### PDN straps and rails

Bar = 100 um. Pins as bars on the die edge.
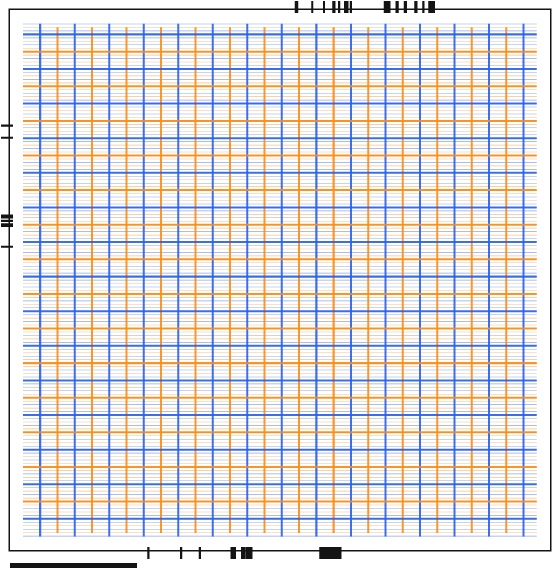
### Cell classes on the final placement

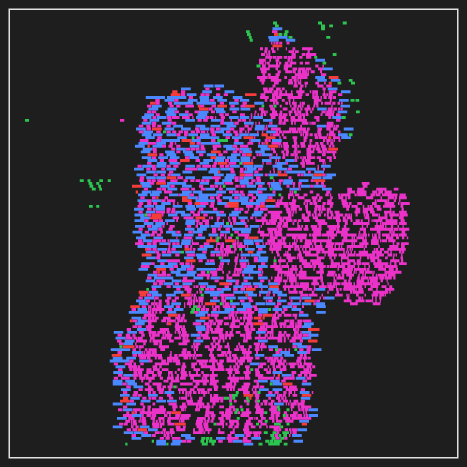
--- src/rtl/pwl_activation_pipe_pkg.sv ---
`default_nettype none
// ============================================================================
// Module   : pwl_activation_pipe_pkg
// Brief    : Sign-magnitude fixed-point helpers and config encodings shared
//            by the activation blocks.
// Revision : 1.0
// ============================================================================
package pwl_activation_pipe_pkg;

  // Helpers work on a 32-bit container; callers pass their real width.
  localparam int c_sm_maxw = 32;

  typedef logic [c_sm_maxw-1:0]     sm_word_t;
  typedef logic signed [c_sm_maxw:0] sm_int_t;

  typedef enum logic [1:0] {
    CFG_SEL_BP    = 2'd0,
    CFG_SEL_SLOPE = 2'd1,
    CFG_SEL_ICPT  = 2'd2,
    CFG_SEL_NONE  = 2'd3
  } cfg_sel_e;

  // Largest representable magnitude, 2^(width-1)-1.
  function automatic sm_word_t sm_max_mag(input int width);
    return (sm_word_t'(1) << (width - 1)) - sm_word_t'(1);
  endfunction

  function automatic sm_word_t sm_sign_bit(input int width);
    return sm_word_t'(1) << (width - 1);
  endfunction

  function automatic sm_word_t sm_mag(input sm_word_t v, input int width);
    return v & sm_max_mag(width);
  endfunction

  function automatic logic sm_sign(input sm_word_t v, input int width);
    return (v & sm_sign_bit(width)) != '0;
  endfunction

  // Two's-complement view; -0 and +0 both map to 0.
  function automatic sm_int_t sm_to_int(input sm_word_t v, input int width);
    sm_int_t m;
    m = $signed({1'b0, sm_mag(v, width)});
    return sm_sign(v, width) ? -m : m;
  endfunction

  // Caller guarantees |v| fits; zero always comes back as +0.
  function automatic sm_word_t sm_from_int(input sm_int_t v, input int width);
    sm_int_t  a;
    sm_word_t mag;
    a   = (v < 0) ? -v : v;
    mag = sm_word_t'(a);
    return (v < 0) ? (mag | sm_sign_bit(width)) : mag;
  endfunction

  function automatic logic sm_ge(input sm_word_t a, input sm_word_t b, input int width);
    return sm_to_int(a, width) >= sm_to_int(b, width);
  endfunction

  function automatic sm_word_t sm_mul(input sm_word_t a, input sm_word_t b,
                                      input int width, input int frac);
    logic [2*c_sm_maxw-1:0] p;
    sm_word_t               mag;
    logic                   neg;
    p = ({{c_sm_maxw{1'b0}}, sm_mag(a, width)} * {{c_sm_maxw{1'b0}}, sm_mag(b, width)}) >> frac;
    if (p > {{c_sm_maxw{1'b0}}, sm_max_mag(width)})
      mag = sm_max_mag(width);
    else
      mag = sm_word_t'(p);
    neg = (sm_sign(a, width) ^ sm_sign(b, width)) && (mag != '0);
    return neg ? (mag | sm_sign_bit(width)) : mag;
  endfunction

  function automatic sm_word_t sm_add(input sm_word_t a, input sm_word_t b, input int width);
    sm_int_t s;
    sm_int_t lim;
    lim = $signed({1'b0, sm_max_mag(width)});
    s   = sm_to_int(a, width) + sm_to_int(b, width);
    if (s > lim)
      s = lim;
    else if (s < -lim)
      s = -lim;
    return sm_from_int(s, width);
  endfunction

endpackage : pwl_activation_pipe_pkg
`default_nettype wire

--- src/rtl/pwl_segment_select.sv ---
`default_nettype none
// ============================================================================
// Module   : pwl_segment_select
// Brief    : Combinational segment index: number of breakpoints with x >= bp[i].
// Revision : 1.0
// ============================================================================
module pwl_segment_select
  import pwl_activation_pipe_pkg::*;
#(
  parameter int WIDTH    = 16,
  parameter int SEGMENTS = 9,
  parameter int AW       = $clog2(SEGMENTS)
) (
  input  logic [WIDTH-1:0]              i_x,
  input  logic [(SEGMENTS-1)*WIDTH-1:0] i_bp,
  output logic [AW-1:0]                 o_seg
);

  localparam int c_nbp = SEGMENTS - 1;

  logic [c_nbp-1:0] w_ge;
  logic [AW-1:0]    w_cnt;

  for (genvar i = 0; i < c_nbp; i++) begin : g_cmp
    assign w_ge[i] = sm_ge(sm_word_t'(i_x), sm_word_t'(i_bp[i*WIDTH +: WIDTH]), WIDTH);
  end

  // Population count keeps the result correct even if the table is unsorted.
  always_comb begin
    w_cnt = '0;
    for (int i = 0; i < c_nbp; i++)
      w_cnt = w_cnt + AW'(w_ge[i]);
  end

  assign o_seg = w_cnt;

endmodule : pwl_segment_select
`default_nettype wire

--- src/rtl/pwl_activation_pipe.sv ---
`default_nettype none
// ============================================================================
// Module   : pwl_activation_pipe
// Brief    : Three-stage piecewise-linear activation y = m[k]*x + c[k] with
//            valid/ready backpressure, runtime table load and bypass.
// Revision : 1.0
// ============================================================================
module pwl_activation_pipe
  import pwl_activation_pipe_pkg::*;
#(
  parameter int WIDTH    = 16,
  parameter int FRAC     = 11,
  parameter int SEGMENTS = 9,
  parameter int AW       = $clog2(SEGMENTS)
) (
  input  logic             clk,
  input  logic             reset,
  input  logic             in_valid,
  output logic             in_ready,
  input  logic [WIDTH-1:0] in_data,
  input  logic             mode,
  output logic             out_valid,
  input  logic             out_ready,
  output logic [WIDTH-1:0] out_data,
  output logic [AW-1:0]    out_seg,
  input  logic             cfg_we,
  input  logic [1:0]       cfg_sel,
  input  logic [AW-1:0]    cfg_addr,
  input  logic [WIDTH-1:0] cfg_wdata
);

  localparam int c_nbp = SEGMENTS - 1;

  logic [WIDTH-1:0]       r_bp [c_nbp];
  logic [WIDTH-1:0]       r_m  [SEGMENTS];
  logic [WIDTH-1:0]       r_c  [SEGMENTS];
  logic [c_nbp*WIDTH-1:0] w_bp_flat;
  cfg_sel_e               w_sel;

  logic [AW-1:0]    w_seg;
  logic [WIDTH-1:0] w_m;
  logic [WIDTH-1:0] w_c;
  logic [WIDTH-1:0] w_prod;
  logic [WIDTH-1:0] w_sum;
  logic             w_en;

  logic             r_s1_valid;
  logic [WIDTH-1:0] r_s1_x;
  logic [WIDTH-1:0] r_s1_m;
  logic [WIDTH-1:0] r_s1_c;
  logic [AW-1:0]    r_s1_seg;
  logic             r_s1_mode;

  logic             r_s2_valid;
  logic [WIDTH-1:0] r_s2_val;
  logic [WIDTH-1:0] r_s2_c;
  logic [AW-1:0]    r_s2_seg;
  logic             r_s2_mode;

  logic             r_out_valid;
  logic [WIDTH-1:0] r_out_data;
  logic [AW-1:0]    r_out_seg;

  assign w_sel = cfg_sel_e'(cfg_sel);

  // Table writes are never blocked by backpressure.
  always_ff @(posedge clk or posedge reset) begin
    if (reset) begin
      for (int i = 0; i < c_nbp; i++)
        r_bp[i] <= '0;
      for (int i = 0; i < SEGMENTS; i++) begin
        r_m[i] <= '0;
        r_c[i] <= '0;
      end
    end else if (cfg_we) begin
      for (int i = 0; i < c_nbp; i++)
        if (w_sel == CFG_SEL_BP && cfg_addr == AW'(i))
          r_bp[i] <= cfg_wdata;
      for (int i = 0; i < SEGMENTS; i++) begin
        if (w_sel == CFG_SEL_SLOPE && cfg_addr == AW'(i))
          r_m[i] <= cfg_wdata;
        if (w_sel == CFG_SEL_ICPT && cfg_addr == AW'(i))
          r_c[i] <= cfg_wdata;
      end
    end
  end

  for (genvar i = 0; i < c_nbp; i++) begin : g_bp_flat
    assign w_bp_flat[i*WIDTH +: WIDTH] = r_bp[i];
  end

  pwl_segment_select #(
    .WIDTH    (WIDTH),
    .SEGMENTS (SEGMENTS),
    .AW       (AW)
  ) u_segment_select (
    .i_x   (in_data),
    .i_bp  (w_bp_flat),
    .o_seg (w_seg)
  );

  always_comb begin
    w_m = '0;
    w_c = '0;
    for (int i = 0; i < SEGMENTS; i++)
      if (w_seg == AW'(i)) begin
        w_m = r_m[i];
        w_c = r_c[i];
      end
  end

  assign w_prod = WIDTH'(sm_mul(sm_word_t'(r_s1_x), sm_word_t'(r_s1_m), WIDTH, FRAC));
  assign w_sum  = WIDTH'(sm_add(sm_word_t'(r_s2_val), sm_word_t'(r_s2_c), WIDTH));

  // Whole pipe advances as one; a held output freezes every stage.
  assign w_en     = !r_out_valid || out_ready;
  assign in_ready = w_en;

  always_ff @(posedge clk or posedge reset) begin
    if (reset) begin
      r_s1_valid  <= 1'b0;
      r_s1_x      <= '0;
      r_s1_m      <= '0;
      r_s1_c      <= '0;
      r_s1_seg    <= '0;
      r_s1_mode   <= 1'b0;
      r_s2_valid  <= 1'b0;
      r_s2_val    <= '0;
      r_s2_c      <= '0;
      r_s2_seg    <= '0;
      r_s2_mode   <= 1'b0;
      r_out_valid <= 1'b0;
      r_out_data  <= '0;
      r_out_seg   <= '0;
    end else if (w_en) begin
      r_s1_valid  <= in_valid;
      r_s1_x      <= in_data;
      r_s1_m      <= w_m;
      r_s1_c      <= w_c;
      r_s1_seg    <= mode ? '0 : w_seg;
      r_s1_mode   <= mode;

      r_s2_valid  <= r_s1_valid;
      r_s2_val    <= r_s1_mode ? r_s1_x : w_prod;
      r_s2_c      <= r_s1_c;
      r_s2_seg    <= r_s1_seg;
      r_s2_mode   <= r_s1_mode;

      r_out_valid <= r_s2_valid;
      if (r_s2_valid) begin
        r_out_data <= r_s2_mode ? r_s2_val : w_sum;
        r_out_seg  <= r_s2_seg;
      end
    end
  end

  assign out_valid = r_out_valid;
  assign out_data  = r_out_data;
  assign out_seg   = r_out_seg;

endmodule : pwl_activation_pipe
`default_nettype wire

--- config.mk ---
export PLATFORM = sky130hd
export DESIGN_NAME = pwl_activation_pipe
export DESIGN_NICKNAME = d
export VERILOG_FILES = /design/src/rtl/pwl_activation_pipe_pkg.sv /design/src/rtl/pwl_segment_select.sv /design/src/rtl/pwl_activation_pipe.sv
export SDC_FILE = /design/constraint.sdc
export NUM_CORES = 2
export LEC_CHECK = 0
export ABC_CLOCK_PERIOD_IN_PS = 18500
export CORE_MARGIN = 10
export CORE_UTILIZATION = 25
export DETAILED_ROUTE_END_ITERATION = 8
export SLEW_MARGIN = 20
export SYNTH_ARGS = -nofsm -noshare
export SYNTH_HDL_FRONTEND = slang
export SYNTH_SLANG_ARGS = --single-unit
--- constraint.sdc ---
create_clock -name clk -period 18.5 [get_ports clk]
set_clock_uncertainty 0.2 [all_clocks]
set_input_delay 1.85 -clock clk [delete_from_list [all_inputs] [get_ports clk]]
set_output_delay 1.85 -clock clk [all_outputs]
set_load 0.01 [all_outputs]
==> reports/qor.txt <==
CTS sink count - 529
Post-synth EDFFs - 0
Synth warnings - 0
Worst hold slack - 0.273 ns
Leading cell kind - logic gates
Register Area - 13200 sq um
Final Cycle Share - 0.583
CP startpoint - in_data[0]
Clk slew on worst S/H paths - 0.07 ns
Tapcells - 2175
Setup Fix Bufs, Post-CTS - 0
M1 wire length - 51800 um
Netlist cell types - 82
Post-Synth Adder-Cell Area - 0.200
Highest routed layer - met5
Combinational share of cell area - 0.562
Drt wl/cell - 19.4 um
Critical Path Stages - 37
Comb area - 25800 sq um
Pre-Place Util - 0.252
Global routing met3 resource utilization - 0.0153
Worst Max-Slew Pin Slew - 1.23 ns
Clk latency late pin - 0.64 ns
Max Clock Freq - 0.0927 GHz
Vias - 31567
Syn Area/Cell - 9.96 sq um
Max cap viols - 0
Number of buffers added on ports - 65
Post-synthesis cell area - 40900 sq um
CTS tree - yes
GPL Wtd Cong - 0.878
Number of CTS-inserted buffers - 52
WL met3 - 5680 um
Slew margin rel. - 0.177
Period minus WS final - 10.79 ns
Crit-path slowest cell - fa_2
Layout cell share with drive strength beyond 1 - 0.155
DRT Wirelength - 122000 um
Post-synth top area share - 0.324
Critical path class - input port to flip-flop
Post-cts sizing count - 0
YS chip area - 40900 sq um
Cells after DPL - 6196
DP Wirelength - 85100 um
Status - complete, no violations
Antenna violations before repair - 14
Crit path max fanout - 34
R2r startpoint - r_bp[66]$_DFFE_PP0P_
Flops - 529
CTS root buf - clkbuf_16
Dominant kind of combinational cell - adder cells
Commonest flop - dfrtp_1
Antenna Cells - 2
Largest net degree at the start of global routing - 110
Non-Filler Instances - 6295
Comb_multi_in - 3078
Xor/xnor share - 0.0398
RSZ-0062 raised after global routing - no
Post-Synthesis Cells - 4106
Min-Delay Endpoint - out_seg[0]$_DFFE_PP0P_
Worst path required time - 18.86 ns
Crit-path max cell delay - 1.13 ns
Most numerous logic cells after layout - dfrtp_1 (529), mux2_2 (415), ha_1 (379), nand2_1 (370), inv_1 (275)
Most used cell, CP - a21o_1
Hold Path Stages - 2
Yosys top cell by area - dfrtp_1
Post-synth top cells - dfrtp_1 (529), mux2_2 (415), ha_1 (379), nand2_1 (370), inv_1 (277)
Chip Area - 180000 sq um
First drt pass iteration count - 6
First-pass GRT wire length - 191000 um
Overflow after GRT - 0
Top Usage Layer GRT - met2
Hold Crit Class - flip-flop to flip-flop
I/O pin total - 66
Fraction of area in non-clock buffers - 0.0259
Worst R2R Setup Slack - 9.61 ns
WP data arrival - 11.15 ns
Inverters, non-clock - 277
Yosys Instances - 4106
## Picture notes: 'PDN straps and rails'
| colour | net |
|---|---|
| blue | VSS |
| orange | VDD |
signal pins: 66
rows: 148
met5 straps: 29
met4 straps: 29
met1 rails: 149
core area: 163000 sq um
Die Ht: 424 um
Die Wd: 424 um

## Picture notes: 'Cell classes on the final placement'
| colour | class | cells |
|---|---|---|
| green | other buffers and delay cells | 138 |
| magenta | all other logic | 3355 |
| red | clock drivers and dummy loads | 96 |
| blue | flip-flops | 529 |
fin util: 0.282
Site Rows: 148
post-route cell area: 45900 sq um
sequential share of cell area: 0.288

